## src/rtl/cordic_rotation_sequencer.sv

```systemverilog
// Iterative rotation-mode CORDIC: one shared shift/add X/Y/Z datapath, stepped
// ITERATIONS times per job. The results register only when the job completes.
module cordic_rotation_sequencer #(
    parameter int ITERATIONS = 16
) (
    input  logic        clock,
    input  logic        reset_n,
    input  logic        start,
    input  logic [31:0] x_in,
    input  logic [31:0] y_in,
    input  logic [31:0] angle_in,
    output logic        ready,
    output logic        busy,
    output logic        done,
    output logic [31:0] x_out,
    output logic [31:0] y_out,
    output logic [31:0] z_out,
    output logic [4:0]  iteration
);

    typedef enum logic [1:0] {IDLE, RUN, DONE} state_t;

    localparam logic [4:0] LAST_ITER = 5'(ITERATIONS - 1);

    state_t             state_q, state_d;
    logic signed [31:0] x_q, x_d, y_q, y_d, z_q, z_d;
    logic [31:0]        xo_q, xo_d, yo_q, yo_d, zo_q, zo_d;
    logic [4:0]         i_q, i_d;

    logic signed [31:0] x_shift, y_shift, atan_i;
    logic signed [31:0] x_step, y_step, z_step;

    // round(atan(2^-i) * 2^30); from i=11 onward the table equals 2^(30-i)
    function automatic logic signed [31:0] atan_lut(input logic [4:0] idx);
        case (idx)
            5'd0:    atan_lut = 32'sd843314857;
            5'd1:    atan_lut = 32'sd497837830;
            5'd2:    atan_lut = 32'sd263043837;
            5'd3:    atan_lut = 32'sd133525159;
            5'd4:    atan_lut = 32'sd67021687;
            5'd5:    atan_lut = 32'sd33543516;
            5'd6:    atan_lut = 32'sd16775851;
            5'd7:    atan_lut = 32'sd8388437;
            5'd8:    atan_lut = 32'sd4194283;
            5'd9:    atan_lut = 32'sd2097149;
            5'd10:   atan_lut = 32'sd1048576;
            5'd11:   atan_lut = 32'sd524288;
            5'd12:   atan_lut = 32'sd262144;
            5'd13:   atan_lut = 32'sd131072;
            5'd14:   atan_lut = 32'sd65536;
            5'd15:   atan_lut = 32'sd32768;
            5'd16:   atan_lut = 32'sd16384;
            5'd17:   atan_lut = 32'sd8192;
            5'd18:   atan_lut = 32'sd4096;
            5'd19:   atan_lut = 32'sd2048;
            5'd20:   atan_lut = 32'sd1024;
            5'd21:   atan_lut = 32'sd512;
            5'd22:   atan_lut = 32'sd256;
            5'd23:   atan_lut = 32'sd128;
            default: atan_lut = 32'sd0;
        endcase
    endfunction

    assign x_shift = x_q >>> i_q;
    assign y_shift = y_q >>> i_q;
    assign atan_i  = atan_lut(i_q);

    // Negative residual angle (sign bit set) rotates clockwise; zero counts as positive.
    always_comb begin
        if (z_q[31]) begin
            x_step = x_q + y_shift;
            y_step = y_q - x_shift;
            z_step = z_q + atan_i;
        end else begin
            x_step = x_q - y_shift;
            y_step = y_q + x_shift;
            z_step = z_q - atan_i;
        end
    end

    always_comb begin
        state_d = state_q;
        x_d     = x_q;
        y_d     = y_q;
        z_d     = z_q;
        i_d     = i_q;
        xo_d    = xo_q;
        yo_d    = yo_q;
        zo_d    = zo_q;
        case (state_q)
            IDLE: begin
                if (start) begin
                    x_d     = x_in;
                    y_d     = y_in;
                    z_d     = angle_in;
                    i_d     = 5'd0;
                    state_d = RUN;
                end
            end
            RUN: begin
                x_d = x_step;
                y_d = y_step;
                z_d = z_step;
                i_d = i_q + 5'd1;
                if (i_q == LAST_ITER) begin
                    i_d     = 5'd0;
                    xo_d    = x_step;
                    yo_d    = y_step;
                    zo_d    = z_step;
                    state_d = DONE;
                end
            end
            DONE: begin
                state_d = IDLE;
            end
            default: begin
                state_d = IDLE;
            end
        endcase
    end

    always_ff @(posedge clock) begin
        if (!reset_n) begin
            state_q <= IDLE;
            x_q     <= '0;
            y_q     <= '0;
            z_q     <= '0;
            i_q     <= '0;
            xo_q    <= '0;
            yo_q    <= '0;
            zo_q    <= '0;
        end else begin
            state_q <= state_d;
            x_q     <= x_d;
            y_q     <= y_d;
            z_q     <= z_d;
            i_q     <= i_d;
            xo_q    <= xo_d;
            yo_q    <= yo_d;
            zo_q    <= zo_d;
        end
    end

    assign ready     = (state_q == IDLE);
    assign busy      = (state_q == RUN);
    assign done      = (state_q == DONE);
    assign x_out     = xo_q;
    assign y_out     = yo_q;
    assign z_out     = zo_q;
    assign iteration = i_q;

endmodule

```

## config.mk

```make
export PLATFORM = sky130hd
export DESIGN_NAME = cordic_rotation_sequencer
export DESIGN_NICKNAME = d
export VERILOG_FILES = /design/src/rtl/cordic_rotation_sequencer.sv
export SDC_FILE = /design/constraint.sdc
export NUM_CORES = 1
export LEC_CHECK = 0
export CAP_MARGIN = 20
export CORE_MARGIN = 5
export CORE_UTILIZATION = 55
export CTS_BUF_LIST = sky130_fd_sc_hd__clkbuf_4 sky130_fd_sc_hd__clkbuf_8 sky130_fd_sc_hd__clkbuf_16
export CTS_CLUSTER_SIZE = 16
export DETAILED_ROUTE_END_ITERATION = 8
export PLACE_DENSITY = 0.78
export SLEW_MARGIN = 20
export SYNTH_ARGS = -nofsm -noshare
export SYNTH_HDL_FRONTEND = slang
export SYNTH_SLANG_ARGS = --single-unit
```

## constraint.sdc

```tcl
create_clock -name clock -period 19.2 [get_ports clock]
set_clock_uncertainty 0.2 [all_clocks]
set_input_delay 3.84 -clock clock [delete_from_list [all_inputs] [get_ports clock]]
set_output_delay 3.84 -clock clock [all_outputs]
set_load 0.02 [all_outputs]
```

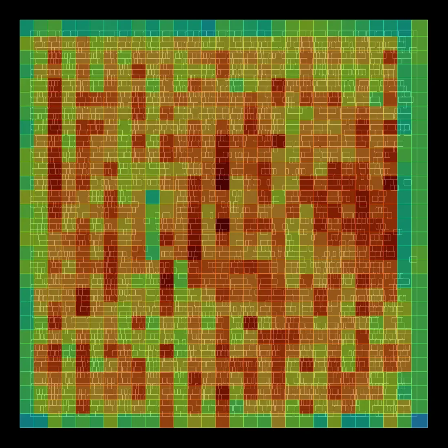
Run 1: congestion heat map
average routed wire per standard cell: 23.61 um
gr usage total: 35.48%
grt met3 use: 6.382%
Final Core Density: 63.21%
grt met2 use: 58.17%

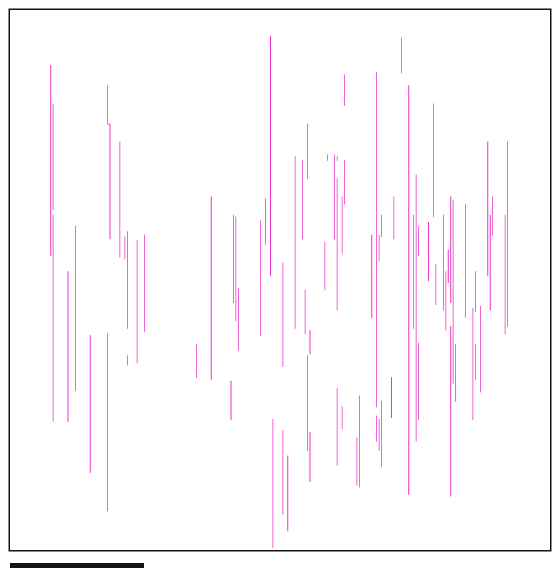
Run 1: the metal 4 layer
Bar = 50 um.
nets with wire on the layer: 71
share of all routed wire: 3.8%
wire length on this layer: 2,860 um
main direction: vertical
WL final: 75,410 um
via count: 20,990

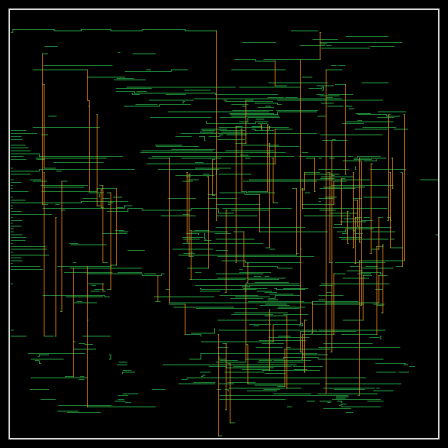
Run 1: metal layers overlaid
Only two layers are drawn.
legend:
  orange:
    layer: metal 4
    wire_length: 2,860 um
  green:
    layer: metal 3
    wire_length: 7,120 um

==> impl_metrics.toml, run 1 <==
# flow metrics
[clock_network]
postCtsSetupRepairBufs = 0
clk_pin_slew_ns = 0.06
clk_latency_ns = 0.57
cts_root_buf = "clkbuf_16"
cts.path.max_buffers = 3
clkSinkCount = 229
cts_tree = "built"
cts_max_level = 1
cts_resized = 0
cts_hold_buf = 0

[critical_path]
crit_type = "flip-flop to flip-flop"
worstPathRequired_ns = 19.48
crit_arrival_ns = 8.30
end_kind = "flip-flop"
r2r_start = "iteration[1]"
start_kind = "flip-flop"
worstPathMaxFanout = 74

[power_and_ir_drop]
ir_drop_uv = 104.3
power_density_mw_per_mm2 = 93.89
total_power_mw = 2.157
p_leak_nw = 8.949

[floorplanning]
pin_count = 203
core_mm2 = 0.03635
fp-utilization_pct = 55.32
die_x_um = 201.2
rows = 70
die_y_um = 201.2
die-area_mm2 = 0.04048

[logic_synthesis]
ys_warn_count = 0
ys_seq_elements = 229
netlist_area_mm2 = 0.02011
syn_avg_cell_area_um2 = 7.651
common_cells = "404 x nand2_1, 292 x a21oi_1, 290 x nor2_1"
synth-cells-yosys = 2628
topCellsByArea = "dfxtp_1 23%, nand2_1 7.5%, a21oi_1 7.3%, ha_1 7.0%, mux4_2 6.9%"
yosysTopAreaCellShare_pct = 22.80
synth_cell_types = 87
fp_nets = 2842
synthMostInstantiatedCell = "nand2_1"
top_area_cell = "dfxtp_1"
syn_inst = 2628
ys_seq_share_pct = 22.80
edf_count = 0
synthArstFlopShare_pct = 0
flop_cell = "dfxtp_1"

[timing]
worst_pin_slew_ns = 1.073
min_period_ns = 8.024
setup_ws_ns = 11.18
finalHoldViolations = 0
max_freq_mhz = 124.6
rsz0062_at_grt = "false"
setup-tns-final_ns = 0
slew_headroom_pct = 28.40
hold-worst-slack_ns = 0.2528
finalCritPeriodShare_pct = 41.79

[layout]
num_antenna_cells = 0
post_route_cells_drive_above_1_share_pct = 7.300
fin_nets = 2925
area_growth_syn_to_layout_pct = 14.26
fill_cells = 3208

[global_route]
grt_antenna_before_repair = 0
grt_pass1_wl_um = 116200
grt_max_degree = 99
grt_overflow_total = 0
grt_pass1_vias = 20010

[run_status]
status = "finished clean"

[min_path]
hp-start = "y_out[15]"
hp-class = "flip-flop to flip-flop"

[placed_design]
dp_slack_ns = 11.24
dp.final_hpwl_um = 56620
place_area_mm2 = 0.02216
port_buffers = 202

[drt]
ant_nets = 0
drtPass1Iterations = 6
vias_per_cell = 6.571
drt_iter0_drc = 2251
drc = 0

[flow_run]
warnings = 39
max_cap_violations = 0
run 1: state kept, by name, indices dropped and copies added (netlist names):
| register | cells |
|---|---|
| y_out | 32 |
| z_out | 32 |
| z_q | 32 |
| x_out | 32 |
| x_q | 32 |
| y_q | 32 |
| state_q | 2 |
| iteration | 5 |
| atan_i | 30 |
run 1: worst paths after layout:
check / end / cells past startpoint / slack, ns
min reg2reg: y_out[15] / 2 / 0.25
max: y_q[31] / 21 / 11.18
min: y_out[15] / 2 / 0.25
max reg2reg: y_q[31] / 21 / 11.18
run 1: routing by layer:
layer	part of all wire [%]	track usage (%)	vias to the layer above
met5	0	0	-
met1	41	47.61	10090
met4	3.8	11.82	0
li1	-	-	9678
met3	9.4	6.382	177
met2	46	58.17	1043
run 1: placed cells by master (no fill, tap or decap), types with 27 or more instances in the layout:
| cell type | synthesis | routed |
|---|---|---|
| xor2_1 | 83 | 83 |
| inv_1 | 49 | 48 |
| nand2_1 | 404 | 403 |
| mux2i_1 | 52 | 52 |
| o21ai_0 | 160 | 160 |
| mux4_2 | 62 | 62 |
| nor3_1 | 47 | 46 |
| a31oi_1 | 32 | 32 |
| o211ai_1 | 42 | 42 |
| buf_4 | 4 | 27 |
| ha_1 | 112 | 112 |
| a311oi_1 | 37 | 37 |
| dfxtp_1 | 229 | 223 |
| xnor2_1 | 87 | 87 |
| a21oi_1 | 292 | 292 |
| nor2_1 | 290 | 288 |
| clkdlybuf4s50_1 | 0 | 201 |
| nand3_1 | 37 | 37 |
| a21o_1 | 39 | 39 |
| a211oi_1 | 37 | 37 |
| nand2b_1 | 28 | 27 |
run 1: metrics by stage:
step,instances,util (%)
global placement,3152,60.97
CTS,3194,63.21
floorplan,2628,-
global route,3194,63.21
detailed placement,3152,60.97
finish,3194,63.21
run 1: area by class of cell:
type / instances / area (um2) / share of cell area [%]
Multi-Input combinational cell: 2172 / 14550 / 63.35
Clock inverter: 6 / 73.82 / 0.3213
Sequential cell: 229 / 4597 / 20.01
Tap cell: 468 / 585.6 / 2.549
Timing Repair Buffer: 229 / 2220 / 9.661
Clock buffer: 36 / 739.5 / 3.219
Inverter: 54 / 205.2 / 0.8932
run 1: power by group:
group	internal (mW)	switching (mW)
Combinational	0.427	0.662
Clock	0.281	0.206
Sequential	0.508	0.0741
Total	1.22	0.942
run 1: cell families after synthesis:
logic type	Yosys count	share of synthesized area, %
AOI/OAI and AO/OA	795	24.70
muxes	159	12.65
xor gates and xnor gates	170	7.405
buffers and inverters	227	4.972
DFF	229	22.80
and+or+nand+nor	933	20.21
adders and majority gates	115	7.268
run 1: worst max-delay path: stages (launching register included):
cell	delay (ns)
dfxtp_4	0.64
buf_4	0.79
mux4_2	0.62
mux2_2	0.31
mux2_2	0.28
a221o_1	0.41
nor4b_1	0.57
and3_1	0.34
nand2_1	0.10
o31a_1	0.25
xor2_1	0.15
ha_1	0.32
and2_1	0.19
a221oi_1	0.45
inv_1	0.09
a221o_1	0.37
a221o_1	0.42
a2111oi_0	0.66
o31a_1	0.31
or4_1	0.13
o21ai_1	0.06
o32ai_1	0.24
--- run 2 (diff from run 1) ---
CORE_UTILIZATION = 53   (was 55)
PLACE_DENSITY = 0.79   (was 0.78)
clock period = 6.96 ns   (was 19.2 ns; I/O delays follow)
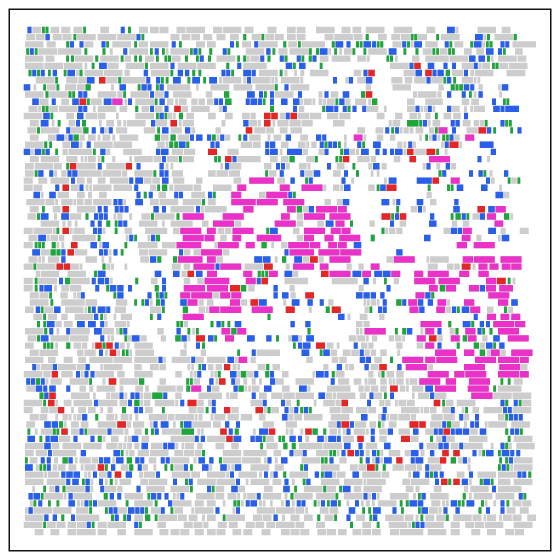
Run 2: gate-type map
legend:
  green:
    family: NAND gates
    cells: 476
    where: widely spread
  blue:
    family: inverting AOI/OAI gates
    cells: 706
    where: widely spread
  magenta:
    family: multiplexers
    cells: 159
  red:
    family: AND-OR and OR-AND gates
    cells: 89
    where: widely spread

==> run 2 against run 1 <==
Compared with the run above:
- largest cell class unchanged
- worst setup slack got worse by 11 ns
- total power rose to 2.8 times the previous value
- critical endpoint unchanged
- critical path type unchanged
- final cell count grew 3.5%
- highest routed layer unchanged
- sequential power grew to 2.7 times the previous value
==> impl_metrics.toml, run 2 <==
# flow metrics
[logic_synthesis]
netlist_area_mm2 = 0.02011
common_cells = "404 x nand2_1, 292 x a21oi_1, 290 x nor2_1"
synthMostInstantiatedCell = "nand2_1"
topCellsByArea = "dfxtp_1 23%, nand2_1 7.5%, a21oi_1 7.3%, ha_1 7.0%, mux4_2 6.9%"
yosysTopAreaCellShare_pct = 22.80
flop_cell = "dfxtp_1"
syn_avg_cell_area_um2 = 7.651
syn_inst = 2628
ys_warn_count = 0
edf_count = 0
yosysChipArea_mm2 = 0.02011
synth_cell_types = 87
ys_seq_elements = 229
ys_seq_share_pct = 22.80
synth-cells-yosys = 2628
top_area_cell = "dfxtp_1"
synthArstFlopShare_pct = 0
fp_nets = 2842

[power_and_ir_drop]
power_frac_seq_pct = 26.4
clkPwrFrac_pct = 23.0
p_leak_nw = 9.308
power_density_mw_per_mm2 = 256.6
p_sw_mw = 2.628
swShare_pct = 43.37
ir_drop_uv = 183.8
intPower_mw = 3.431
total_power_mw = 6.059
pwr-share-comb_pct = 50.6

[critical_path]
reg2reg_depth = 22
end_kind = "flip-flop"
start_kind = "flip-flop"
worstPathMaxFanout = 73
crit_type = "flip-flop to flip-flop"
r2r_start = "iteration[2]"
startpoint = "iteration[2]"
worstPathRequired_ns = 7.24
crit_arrival_ns = 6.93

[placed_design]
place_inst = 3244
dp_slack_ns = 0.3311
port_buffers = 202
dp.final_hpwl_um = 61810
place_area_mm2 = 0.02263

[timing]
finalHoldViolations = 0
slew_headroom_pct = 27.89
worst_pin_slew_ns = 1.078
max_freq_mhz = 150.4
setup-tns-final_ns = 0
finalCritPeriodShare_pct = 95.55
hold-worst-slack_ns = 0.2520
slew_violations = 0
min_period_ns = 6.650
setup_ws_ns = 0.3098
rsz0062_at_grt = "false"

[drt]
drtPass1Iterations = 6
via_count = 21610
drc = 0
wire_per_inst_um = 24.57
finalWirelength_um = 81200
drt_iter0_drc = 2130
vias_per_cell = 6.537
ant_nets = 0

[min_path]
hp-start = "y_out[30]"
min_path_cells = 2
hp-class = "flip-flop to flip-flop"

[clock_network]
clkSinkCount = 229
clk_pin_slew_ns = 0.06
cts_made_buffers = 27
cts_root_buf = "clkbuf_16"
cts.path.max_buffers = 3
clk_latency_ns = 0.57
cts_max_level = 1
cts_tree = "built"
cts_hold_buf = 0

[layout]
stdcell_area_mm2 = 0.02362
layout_top_cells = "403 x nand2_1, 292 x a21oi_1, 288 x nor2_1, 223 x dfxtp_1, 201 x clkdlybuf4s50_1"
area_growth_syn_to_layout_pct = 17.44
utilization_pct = 62.84
post_route_cells_drive_above_1_share_pct = 9.524
fin_cells = 3305
lay_top_count = "nand2_1"
fill_cells = 3354
fin_nets = 2988

[global_route]
grt_antenna_before_repair = 1
grt_max_degree = 90
grt_pass1_vias = 20510
grt_usage_pct = 37.05
grt_pass1_wl_um = 121700
grt_overflow_total = 0

[floorplanning]
die_x_um = 204.8
die-area_mm2 = 0.04193
fp-utilization_pct = 53.51
rows = 71
die_y_um = 204.8
core_mm2 = 0.03758
pin_count = 203

[run_status]
status = "finished clean"

[flow_run]
max_cap_violations = 0
warnings = 39
-- run 2: final timing paths --
check / end / slack, ns
worst max register to register: y_q[31] / 0.31
worst min register to register: y_out[30] / 0.25
worst min-delay path: y_out[30] / 0.25
worst max-delay path: y_q[31] / 0.31
-- run 2: repair_timing --
| action | 4_1_cts | 5_1_grt |
|---|---|---|
| endpoints found under the hold margin | 0 | 0 |
| buffers inserted | 0 | 12 |
| endpoints found under the setup margin | 0 | 10 |
| resized | 0 | 4 |
-- run 2: worst max-delay path, cell delays in order, from the launching register on --
cell and delay (ns):
dfxtp_2 0.41, buf_12 0.23, nor2_1 0.87, a211oi_1 0.34, a221oi_1 0.59, buf_4 0.23
nor2_1 0.04, and3_1 0.21, nand2_1 0.09, o31a_1 0.14, xor2_1 0.18, ha_1 0.30
and2_1 0.21, a221oi_1 0.36, inv_1 0.08, a221o_1 0.37, a221o_1 0.46, a2111oi_1 0.38
buf_4 0.18, o31a_1 0.20, or4_1 0.14, o21ai_1 0.07, o32ai_1 0.25
-- run 2: area by class of cell --
type,count,area (um2),share of cell area (%)
antenna,1,2.502,0.01060
clock buffer,40,804.5,3.407
clock inverter,8,55.05,0.2331
inverter,54,205.2,0.8689
multi-input combinational,2172,14560,61.64
sequential,229,4599,19.48
tap,511,639.4,2.707
timing repair buffer,290,2754,11.66
-- run 2: logic make-up (layout without fill, tap and decap cells) --
group	after synthesis	after routing	synth area share, %
compound gates	795	795	24.70
xor+xnor	170	170	7.405
fa+ha+maj	115	115	7.268
buf+inv	227	392	4.972
flops	229	229	22.80
mux	159	159	12.65
other cells	0	1	0
simple gates	933	933	20.21
-- run 2: power by group through the flow --
stage                     logic (mW)  clock network, mW  registers, mW
after CTS                       2.98               1.40           1.59
after global routing            3.31               1.46           1.60
final                           3.07               1.39           1.60
after floorplan                 2.17                  0           1.51
after detailed placement        2.95                  0           1.62
after global placement          2.91                  0           1.62
-- run 2: metal layers --
layer / track usage (%) / part of all wire (%)
met1: 49.08 / 41
met2: 60.84 / 46
met3: 5.936 / 8.5
met4: 14.45 / 4.6
met5: 0 / 0
Power and IR drop assume default switching activity.
